$ cat config.mk
export PLATFORM = sky130hd
export DESIGN_NAME = cmplx_cov_accum
export DESIGN_NICKNAME = d
export VERILOG_FILES = /design/src/rtl/cmplx_cov_accum.sv
export SDC_FILE = /design/constraint.sdc
export NUM_CORES = 2
export LEC_CHECK = 0
export CORE_AREA = 2 2 451 543
export CTS_CLUSTER_DIAMETER = 120
export CTS_CLUSTER_SIZE = 24
export DETAILED_ROUTE_END_ITERATION = 16
export DIE_AREA = 0 0 453 545
export PLACE_DENSITY = 0.66
export REMOVE_ABC_BUFFERS = 1
export SLEW_MARGIN = 20
export SYNTH_ARGS = -nofsm -noshare
export SYNTH_HDL_FRONTEND = slang
export SYNTH_SLANG_ARGS = --single-unit
$ cat constraint.sdc
create_clock -name clk_i -period 9.7 [get_ports clk_i]
set_input_delay 1.455 -clock clk_i [delete_from_list [all_inputs] [get_ports clk_i]]
set_output_delay 1.455 -clock clk_i [all_outputs]
set_load 0.01 [all_outputs]
$ cat src/rtl/cmplx_cov_accum.sv
// cmplx_cov_accum: streaming complex covariance accumulator.
// Collects N-element complex snapshots, accumulates the upper-triangular
// R[j][k] = sum x_j * conj(x_k) over a programmable snapshot count, and
// exposes the 2M real/imag result words through a one-cycle read port.
module cmplx_cov_accum #(
  parameter int N     = 6,
  parameter int DW    = 8,
  parameter int ACC_W = 32,
  parameter int LEN_W = 16
) (
  input  logic                       clk_i,
  input  logic                       arst_n_i,
  input  logic                       start_i,
  input  logic [LEN_W-1:0]           integ_len_i,
  input  logic                       s_valid_i,
  output logic                       s_ready_o,
  input  logic [2*DW-1:0]            s_data_i,
  output logic                       busy_o,
  output logic                       done_o,
  output logic                       ovf_o,
  input  logic                       rd_en_i,
  input  logic [$clog2(N*(N+1))-1:0] rd_addr_i,
  output logic [ACC_W-1:0]           rd_data_o,
  output logic                       rd_valid_o
);

  localparam int M     = N * (N + 1) / 2;
  localparam int WORDS = 2 * M;
  localparam int AW    = $clog2(WORDS);
  localparam int IW    = $clog2(N);
  localparam int EW    = $clog2(M);
  localparam int PW    = 2 * DW;
  localparam int XW    = 2 * DW + 1;
  // Wide enough that accumulator + addend can never overflow internally.
  localparam int SW    = ((ACC_W > XW) ? ACC_W : XW) + 1;
  localparam logic [IW-1:0] LAST_IDX = IW'(N - 1);
  localparam logic [AW:0]   WORDS_L  = (AW + 1)'(WORDS);

  typedef enum logic [1:0] {
    ST_IDLE = 2'd0,
    ST_LOAD = 2'd1,
    ST_MAC  = 2'd2,
    ST_FIN  = 2'd3
  } state_t;

  // Full-precision signed product of two DW-bit components.
  function automatic logic signed [PW-1:0] smul(input logic [DW-1:0] a, input logic [DW-1:0] b);
    logic signed [PW-1:0] a_ext;
    logic signed [PW-1:0] b_ext;
    a_ext = {{DW{a[DW-1]}}, a};
    b_ext = {{DW{b[DW-1]}}, b};
    return a_ext * b_ext;
  endfunction

  // Exact sum of accumulator and sign-extended addend at SW bits.
  function automatic logic [SW-1:0] wide_add(input logic [ACC_W-1:0] acc, input logic [XW-1:0] add);
    logic [SW-1:0] acc_ext;
    logic [SW-1:0] add_ext;
    acc_ext = {{(SW - ACC_W){acc[ACC_W-1]}}, acc};
    add_ext = {{(SW - XW){add[XW-1]}}, add};
    return acc_ext + add_ext;
  endfunction

  // Signed overflow: bits above the ACC_W sign bit disagree with it.
  function automatic logic sum_ovf(input logic [SW-1:0] sum);
    return (sum[SW-1:ACC_W-1] != {(SW - ACC_W + 1){sum[ACC_W-1]}});
  endfunction

  state_t               state_q, state_d;
  logic [IW-1:0]        elem_cnt_q, elem_cnt_d;
  logic [IW-1:0]        j_q, j_d;
  logic [IW-1:0]        k_q, k_d;
  logic [EW-1:0]        e_q, e_d;
  logic [LEN_W-1:0]     snap_cnt_q, snap_cnt_d;
  logic [LEN_W-1:0]     len_q, len_d;
  logic [2*DW-1:0]      vec_q [N];
  logic [ACC_W-1:0]     acc_re_q [M];
  logic [ACC_W-1:0]     acc_im_q [M];
  logic                 ovf_q;
  logic [ACC_W-1:0]     rd_data_q;
  logic                 rd_valid_q;

  logic                 clear_s;
  logic                 load_en_s;
  logic                 mac_en_s;
  logic [DW-1:0]        xr_j_s, xi_j_s, xr_k_s, xi_k_s;
  logic signed [PW-1:0] p_rr_s, p_ii_s, p_ir_s, p_ri_s;
  logic [XW-1:0]        re_add_s, im_add_s;
  logic [SW-1:0]        re_sum_s, im_sum_s;
  logic [ACC_W-1:0]     rd_word_s;

  assign xr_j_s = vec_q[j_q][DW-1:0];
  assign xi_j_s = vec_q[j_q][2*DW-1:DW];
  assign xr_k_s = vec_q[k_q][DW-1:0];
  assign xi_k_s = vec_q[k_q][2*DW-1:DW];

  assign p_rr_s = smul(xr_j_s, xr_k_s);
  assign p_ii_s = smul(xi_j_s, xi_k_s);
  assign p_ir_s = smul(xi_j_s, xr_k_s);
  assign p_ri_s = smul(xr_j_s, xi_k_s);

  // x_j * conj(x_k): real = rr + ii, imag = ir - ri
  assign re_add_s = {p_rr_s[PW-1], p_rr_s} + {p_ii_s[PW-1], p_ii_s};
  assign im_add_s = {p_ir_s[PW-1], p_ir_s} - {p_ri_s[PW-1], p_ri_s};

  assign re_sum_s = wide_add(acc_re_q[e_q], re_add_s);
  assign im_sum_s = wide_add(acc_im_q[e_q], im_add_s);

  // Next-state and control decode for the IDLE/LOAD/MAC/FIN sequencer.
  always_comb begin
    state_d    = state_q;
    elem_cnt_d = elem_cnt_q;
    j_d        = j_q;
    k_d        = k_q;
    e_d        = e_q;
    snap_cnt_d = snap_cnt_q;
    len_d      = len_q;
    clear_s    = 1'b0;
    load_en_s  = 1'b0;
    mac_en_s   = 1'b0;
    case (state_q)
      ST_IDLE: begin
        if (start_i) begin
          clear_s    = 1'b1;
          len_d      = integ_len_i;
          snap_cnt_d = '0;
          elem_cnt_d = '0;
          j_d        = '0;
          k_d        = '0;
          e_d        = '0;
          if (integ_len_i != {LEN_W{1'b0}}) begin
            state_d = ST_LOAD;
          end else begin
            state_d = ST_FIN;
          end
        end else begin
          state_d = ST_IDLE;
        end
      end
      ST_LOAD: begin
        if (s_valid_i) begin
          load_en_s = 1'b1;
          if (elem_cnt_q == LAST_IDX) begin
            elem_cnt_d = '0;
            j_d        = '0;
            k_d        = '0;
            e_d        = '0;
            state_d    = ST_MAC;
          end else begin
            elem_cnt_d = elem_cnt_q + IW'(1'b1);
          end
        end else begin
          state_d = ST_LOAD;
        end
      end
      ST_MAC: begin
        mac_en_s = 1'b1;
        if (k_q == LAST_IDX) begin
          if (j_q == LAST_IDX) begin
            j_d        = '0;
            k_d        = '0;
            e_d        = '0;
            snap_cnt_d = snap_cnt_q + LEN_W'(1'b1);
            if ((snap_cnt_q + LEN_W'(1'b1)) == len_q) begin
              state_d = ST_FIN;
            end else begin
              state_d = ST_LOAD;
            end
          end else begin
            j_d = j_q + IW'(1'b1);
            k_d = j_q + IW'(1'b1);
            e_d = e_q + EW'(1'b1);
          end
        end else begin
          k_d = k_q + IW'(1'b1);
          e_d = e_q + EW'(1'b1);
        end
      end
      ST_FIN: begin
        state_d = ST_IDLE;
      end
      default: begin
        state_d = ST_IDLE;
      end
    endcase
  end

  // Sequencer state and counters.
  always_ff @(posedge clk_i or negedge arst_n_i) begin
    if (!arst_n_i) begin
      state_q    <= ST_IDLE;
      elem_cnt_q <= '0;
      j_q        <= '0;
      k_q        <= '0;
      e_q        <= '0;
      snap_cnt_q <= '0;
      len_q      <= '0;
    end else begin
      state_q    <= state_d;
      elem_cnt_q <= elem_cnt_d;
      j_q        <= j_d;
      k_q        <= k_d;
      e_q        <= e_d;
      snap_cnt_q <= snap_cnt_d;
      len_q      <= len_d;
    end
  end

  // Snapshot vector register, filled one element per accepted sample.
  always_ff @(posedge clk_i or negedge arst_n_i) begin
    if (!arst_n_i) begin
      for (int i = 0; i < N; i++) begin
        vec_q[i] <= '0;
      end
    end else if (load_en_s) begin
      vec_q[elem_cnt_q] <= s_data_i;
    end
  end

  // Accumulator bank and sticky overflow: cleared on accepted start, one element per MAC cycle.
  always_ff @(posedge clk_i or negedge arst_n_i) begin
    if (!arst_n_i) begin
      for (int i = 0; i < M; i++) begin
        acc_re_q[i] <= '0;
        acc_im_q[i] <= '0;
      end
      ovf_q <= 1'b0;
    end else if (clear_s) begin
      for (int i = 0; i < M; i++) begin
        acc_re_q[i] <= '0;
        acc_im_q[i] <= '0;
      end
      ovf_q <= 1'b0;
    end else if (mac_en_s) begin
      acc_re_q[e_q] <= re_sum_s[ACC_W-1:0];
      acc_im_q[e_q] <= im_sum_s[ACC_W-1:0];
      if (sum_ovf(re_sum_s) || sum_ovf(im_sum_s)) begin
        ovf_q <= 1'b1;
      end
    end
  end

  // Read word select; addresses past the last result word read as zero.
  always_comb begin
    rd_word_s = {ACC_W{1'b0}};
    if ({1'b0, rd_addr_i} < WORDS_L) begin
      if (rd_addr_i[0]) begin
        rd_word_s = acc_im_q[rd_addr_i[AW-1:1]];
      end else begin
        rd_word_s = acc_re_q[rd_addr_i[AW-1:1]];
      end
    end else begin
      rd_word_s = {ACC_W{1'b0}};
    end
  end

  // Read port register: data captured on strobe and held otherwise.
  always_ff @(posedge clk_i or negedge arst_n_i) begin
    if (!arst_n_i) begin
      rd_data_q  <= '0;
      rd_valid_q <= 1'b0;
    end else begin
      rd_valid_q <= rd_en_i;
      if (rd_en_i) begin
        rd_data_q <= rd_word_s;
      end
    end
  end

  assign s_ready_o  = (state_q == ST_LOAD);
  assign busy_o     = (state_q == ST_LOAD) || (state_q == ST_MAC);
  assign done_o     = (state_q == ST_FIN);
  assign ovf_o      = ovf_q;
  assign rd_data_o  = rd_data_q;
  assign rd_valid_o = rd_valid_q;

endmodule

The clock network:
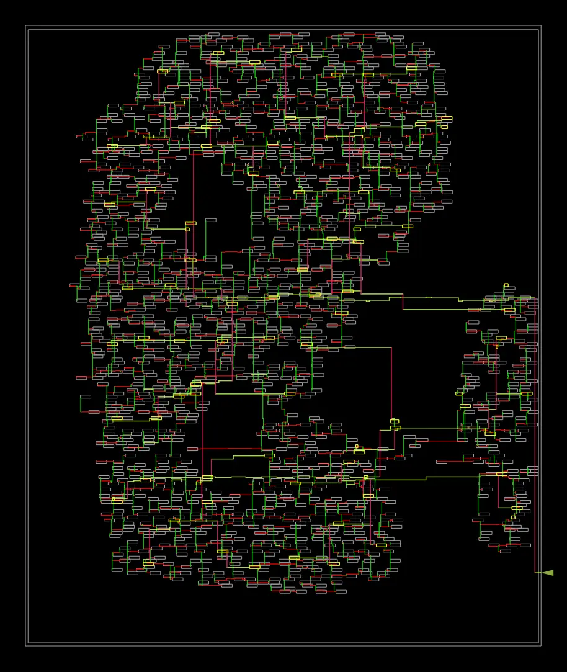
final worst clock skew: 0.0316 ns
clock buffers: 79

Close-up of the layout:
Window x 93 to 133, y 389 to 429 um. Cells in gray, sequential cells in the stronger gray; small squares are vias.
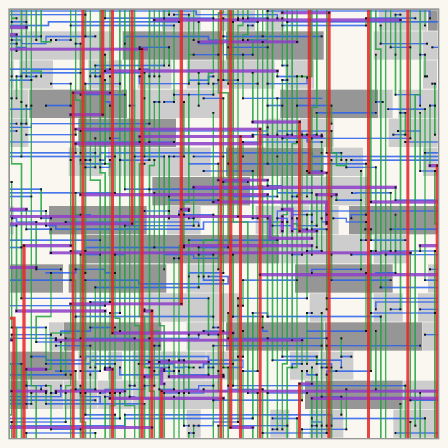
color	layer
green	met2
blue	met1
red	met4
purple	met3
sequential cells in the window	19
netlist names of flops here include	acc_re_q (19)
cells with their middle in the window	75
most frequent	dfrtp_1 (19), a22o_1 (18), mux4_2 (7)

Sequential cells grouped by signal name:
Scale bar: 100 um. Other sequential cells in the stronger gray, the rest of the logic in the fainter gray.
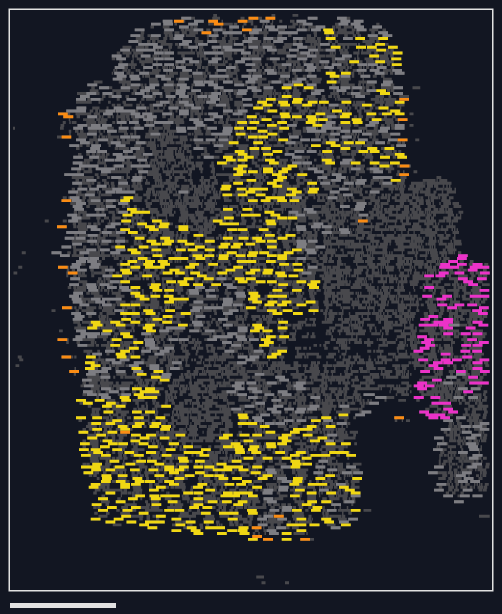
color	netlist name	placed flops
orange	rd_data_o	32
yellow	acc_im_q	672
magenta	vec_q	96

Wiring by layer:
Two of the layers only.
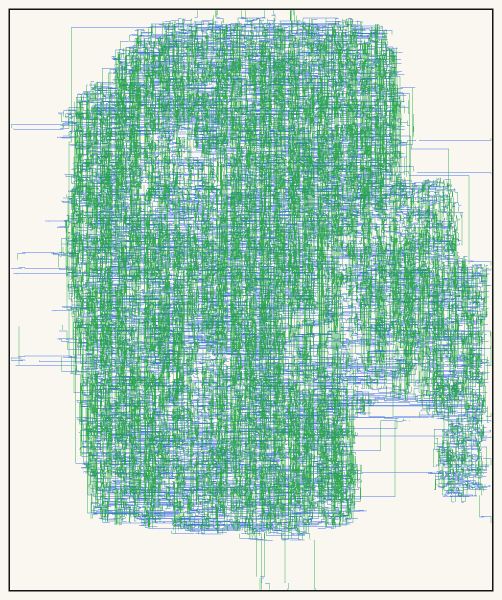
color	layer	wire length
blue	met1	131 mm
green	met2	165 mm

==> results.txt <==
Notes on the flow run.

- The xor/xnor share of the synthesized area is 0.805%, for reference.
- The final clock period utilization by the worst path is 95.4%, for reference.
- The timing report notes that buffer and inverter cells on the critical path total 6.
- The type of the worst min-delay path is flip-flop to flip-flop, for reference.
- The port buffer count is 79, for reference.
- The terminus of the critical flop-to-flop path is acc_re_q[446], for reference.
- The synthesized area is 96300 sq um, for reference.
- The reported max-cap violation count is 0, for reference.
- Row generation in the floorplan step produced 198 rows.
- The share of cells above drive strength 1 is 16.3%, for reference.
- According to the I/O placement log, the pin count is 80.
- The startpoint of the lowest-slack hold path is acc_re_q[547], for reference.
- The die height is 545 um, for reference.
- The worst slew margin relative to its limit is 14.3%, for reference.
- For this run, the number of Yosys warnings is 0.
- The count of state elements after synthesis is 1522, for reference.
- The via count of the first global-routing pass was 78273.
- In this run, synthesis inferred 0 flip-flops with an integrated enable.
- Walking the critical path from launch to capture passes 26 cell instances.
- The routed layout has 77087 vias.
- The portion of synthesized area spent on multiplexers is 16.5%.
- Wires add up to 382000 um.
- The slowest cell on the critical path is sky130_fd_sc_hd__o21ai_0, for reference.
- The maximum number of pins on one net before global-route repair is 173, for reference.
- In the post-route analysis, the smallest setup slack over all paths is 0.445 ns.
- The run finished with clean final reports.
- Per the CTS log, the root buffer master is sky130_fd_sc_hd__clkbuf_16.
- In this design, the critical path's most frequently occurring cell is sky130_fd_sc_hd__fa_1.
- The average instance area after synthesis is 11.6 sq um, for reference.
- The flow measured a signed area growth from synthesis to layout of 7.57%.
- Counting pins that exceed their max-slew limit in the final report gives 0.
- The first detailed-routing pass took 7 iterations.
- After the flow finishes, the layout carries non-filler instances totaling 11238.
- Once placement finished, the instance area stood at 101000 sq um.
- The count of distinct cell types in the synthesized netlist is 89, for reference.
- In the layout the commonest cells are sky130_fd_sc_hd__dfrtp_1 (1518), sky130_fd_sc_hd__a22o_1 (1183), sky130_fd_sc_hd__inv_1 (759), sky130_fd_sc_hd__nand2_1 (580), sky130_fd_sc_hd__mux4_2 (558).
- The total die area is 247000 sq um, for reference.
- The layout stage reports a final design area of 104000 sq um.
- The number of clock buffers added by TritonCTS is 74.
- Setup total negative slack on the finished layout was measured at 0 ns.
- The kind of cell with the highest combined delay on the critical path is adder cells, for reference.
- The estimated wirelength of the detail-placed design is 226000 um, for reference.
- Of the total synthesized cell area, the portion taken by AND, OR, NAND and NOR gates is 5.60%.
- The number of setup violations in the final report is 0, for reference.
- Clock latency on the worst-skew pair, taken at its later pin, is 0.79 ns.
- The sequential cell area fraction in the yosys report is 39.6%, for reference.
- The most instantiated logic cell after routing is sky130_fd_sc_hd__dfrtp_1, for reference.
- The maximum clock frequency is 0.108 GHz, for reference.
- The sort of element at the end of the critical path is a flip-flop, for reference.
- The global-route wire length before repair is 556000 um, for reference.
- The post-placement worst setup slack is 0.371 ns, for reference.
- The number of cells on the worst hold path is listed as 2.
- The routed design could run at a clock period as short as 9.25 ns.
- The number of DRC violations after detailed-routing iteration 0 is 10238, for reference.
- The number of clock sinks came to 1522.
- Setup repair after global routing left no endpoint under its margin.
- The die outline width is 453 um, for reference.
- The number of design rule violations left after detail routing is 0, for reference.
- The number of standard cells reported by yosys is 8327, for reference.
- After technology mapping, the gate count stands at 8327.
- Data on the critical path is required at its endpoint by 10.39 ns.
- The arithmetic-cell share of the synthesized area counting full adders, half adders and majority gates is 12.7%, for reference.
- The initial antenna violation count was 18.
- At the floorplan stage, the core utilization is reported as 39.9%.
- On the final layout, the worst hold slack is 0.510 ns.
- The capture point of the critical path is acc_re_q[446], for reference.
- For this run, the share of the core covered by cells in the final layout is 42.9%.
- For this run the aggregate overflow at the end of global routing stands at 0.
## final cells by class
| class | count | area [sq um] |
|---|---|---|
| well taps | 3200 | 4000 |
| diodes | 17 | 42.5 |
| flip-flops and latches | 1522 | 38100 |
| multi-input cells | 5265 | 53000 |
| fillers | 22131 | 138000 |
| clock buffers | 79 | 1920 |
| clock inverters | 11 | 136 |
| repair buffers | 379 | 3470 |
| inverters | 765 | 2880 |
## cells in the mapped netlist (9+ instances only)
| cell type | instances | area [sq um] |
|---|---|---|
| sky130_fd_sc_hd__a211oi_1 | 24 | 180 |
| sky130_fd_sc_hd__a21o_1 | 54 | 405 |
| sky130_fd_sc_hd__a21oi_1 | 364 | 1820 |
| sky130_fd_sc_hd__a221o_1 | 9 | 90.1 |
| sky130_fd_sc_hd__a221oi_1 | 37 | 324 |
| sky130_fd_sc_hd__a22o_1 | 1183 | 10400 |
| sky130_fd_sc_hd__a22oi_1 | 250 | 1880 |
| sky130_fd_sc_hd__a31oi_1 | 19 | 119 |
| sky130_fd_sc_hd__and2_1 | 13 | 81.3 |
| sky130_fd_sc_hd__and3_1 | 44 | 275 |
| sky130_fd_sc_hd__buf_1 | 66 | 248 |
| sky130_fd_sc_hd__buf_2 | 79 | 395 |
| sky130_fd_sc_hd__buf_4 | 23 | 173 |
| sky130_fd_sc_hd__clkbuf_1 | 603 | 2260 |
| sky130_fd_sc_hd__dfrtp_1 | 1522 | 38100 |
| sky130_fd_sc_hd__fa_1 | 463 | 9270 |
| sky130_fd_sc_hd__ha_1 | 235 | 2940 |
| sky130_fd_sc_hd__inv_1 | 760 | 2850 |
| sky130_fd_sc_hd__mux2_2 | 183 | 2060 |
| sky130_fd_sc_hd__mux2i_1 | 125 | 1250 |
| sky130_fd_sc_hd__mux4_2 | 558 | 12600 |
| sky130_fd_sc_hd__nand2_1 | 584 | 2190 |
| sky130_fd_sc_hd__nand2b_1 | 32 | 200 |
| sky130_fd_sc_hd__nand3_1 | 97 | 485 |
| sky130_fd_sc_hd__nor2_1 | 382 | 1430 |
| sky130_fd_sc_hd__nor2b_1 | 18 | 113 |
| sky130_fd_sc_hd__nor3_1 | 38 | 190 |
| sky130_fd_sc_hd__o211ai_1 | 34 | 255 |
| sky130_fd_sc_hd__o21a_1 | 9 | 67.6 |
| sky130_fd_sc_hd__o21ai_0 | 167 | 836 |
| sky130_fd_sc_hd__o221a_2 | 12 | 135 |
| sky130_fd_sc_hd__o221ai_1 | 24 | 210 |
| sky130_fd_sc_hd__o22ai_1 | 97 | 607 |
| sky130_fd_sc_hd__o31ai_1 | 10 | 75.1 |
| sky130_fd_sc_hd__or2_2 | 17 | 106 |
| sky130_fd_sc_hd__xnor2_1 | 52 | 455 |
| sky130_fd_sc_hd__xor2_1 | 27 | 236 |
## per-layer routing
metal / routed length [um] / track usage [%] / part of all wire, % / up-vias
met5: 57 / 0 / 0.015 / -
met4: 32900 / 21.6 / 8.6 / 8
met3: 53100 / 10.3 / 14 / 1759
met2: 165000 / 45.6 / 43 / 6256
met1: 131000 / 37.6 / 34 / 39382
li1: - / - / - / 29682
## repair_timing
item,CTS,global route
resized,0,1
setup endpoints to repair,0,1
hold endpoints to repair,0,0
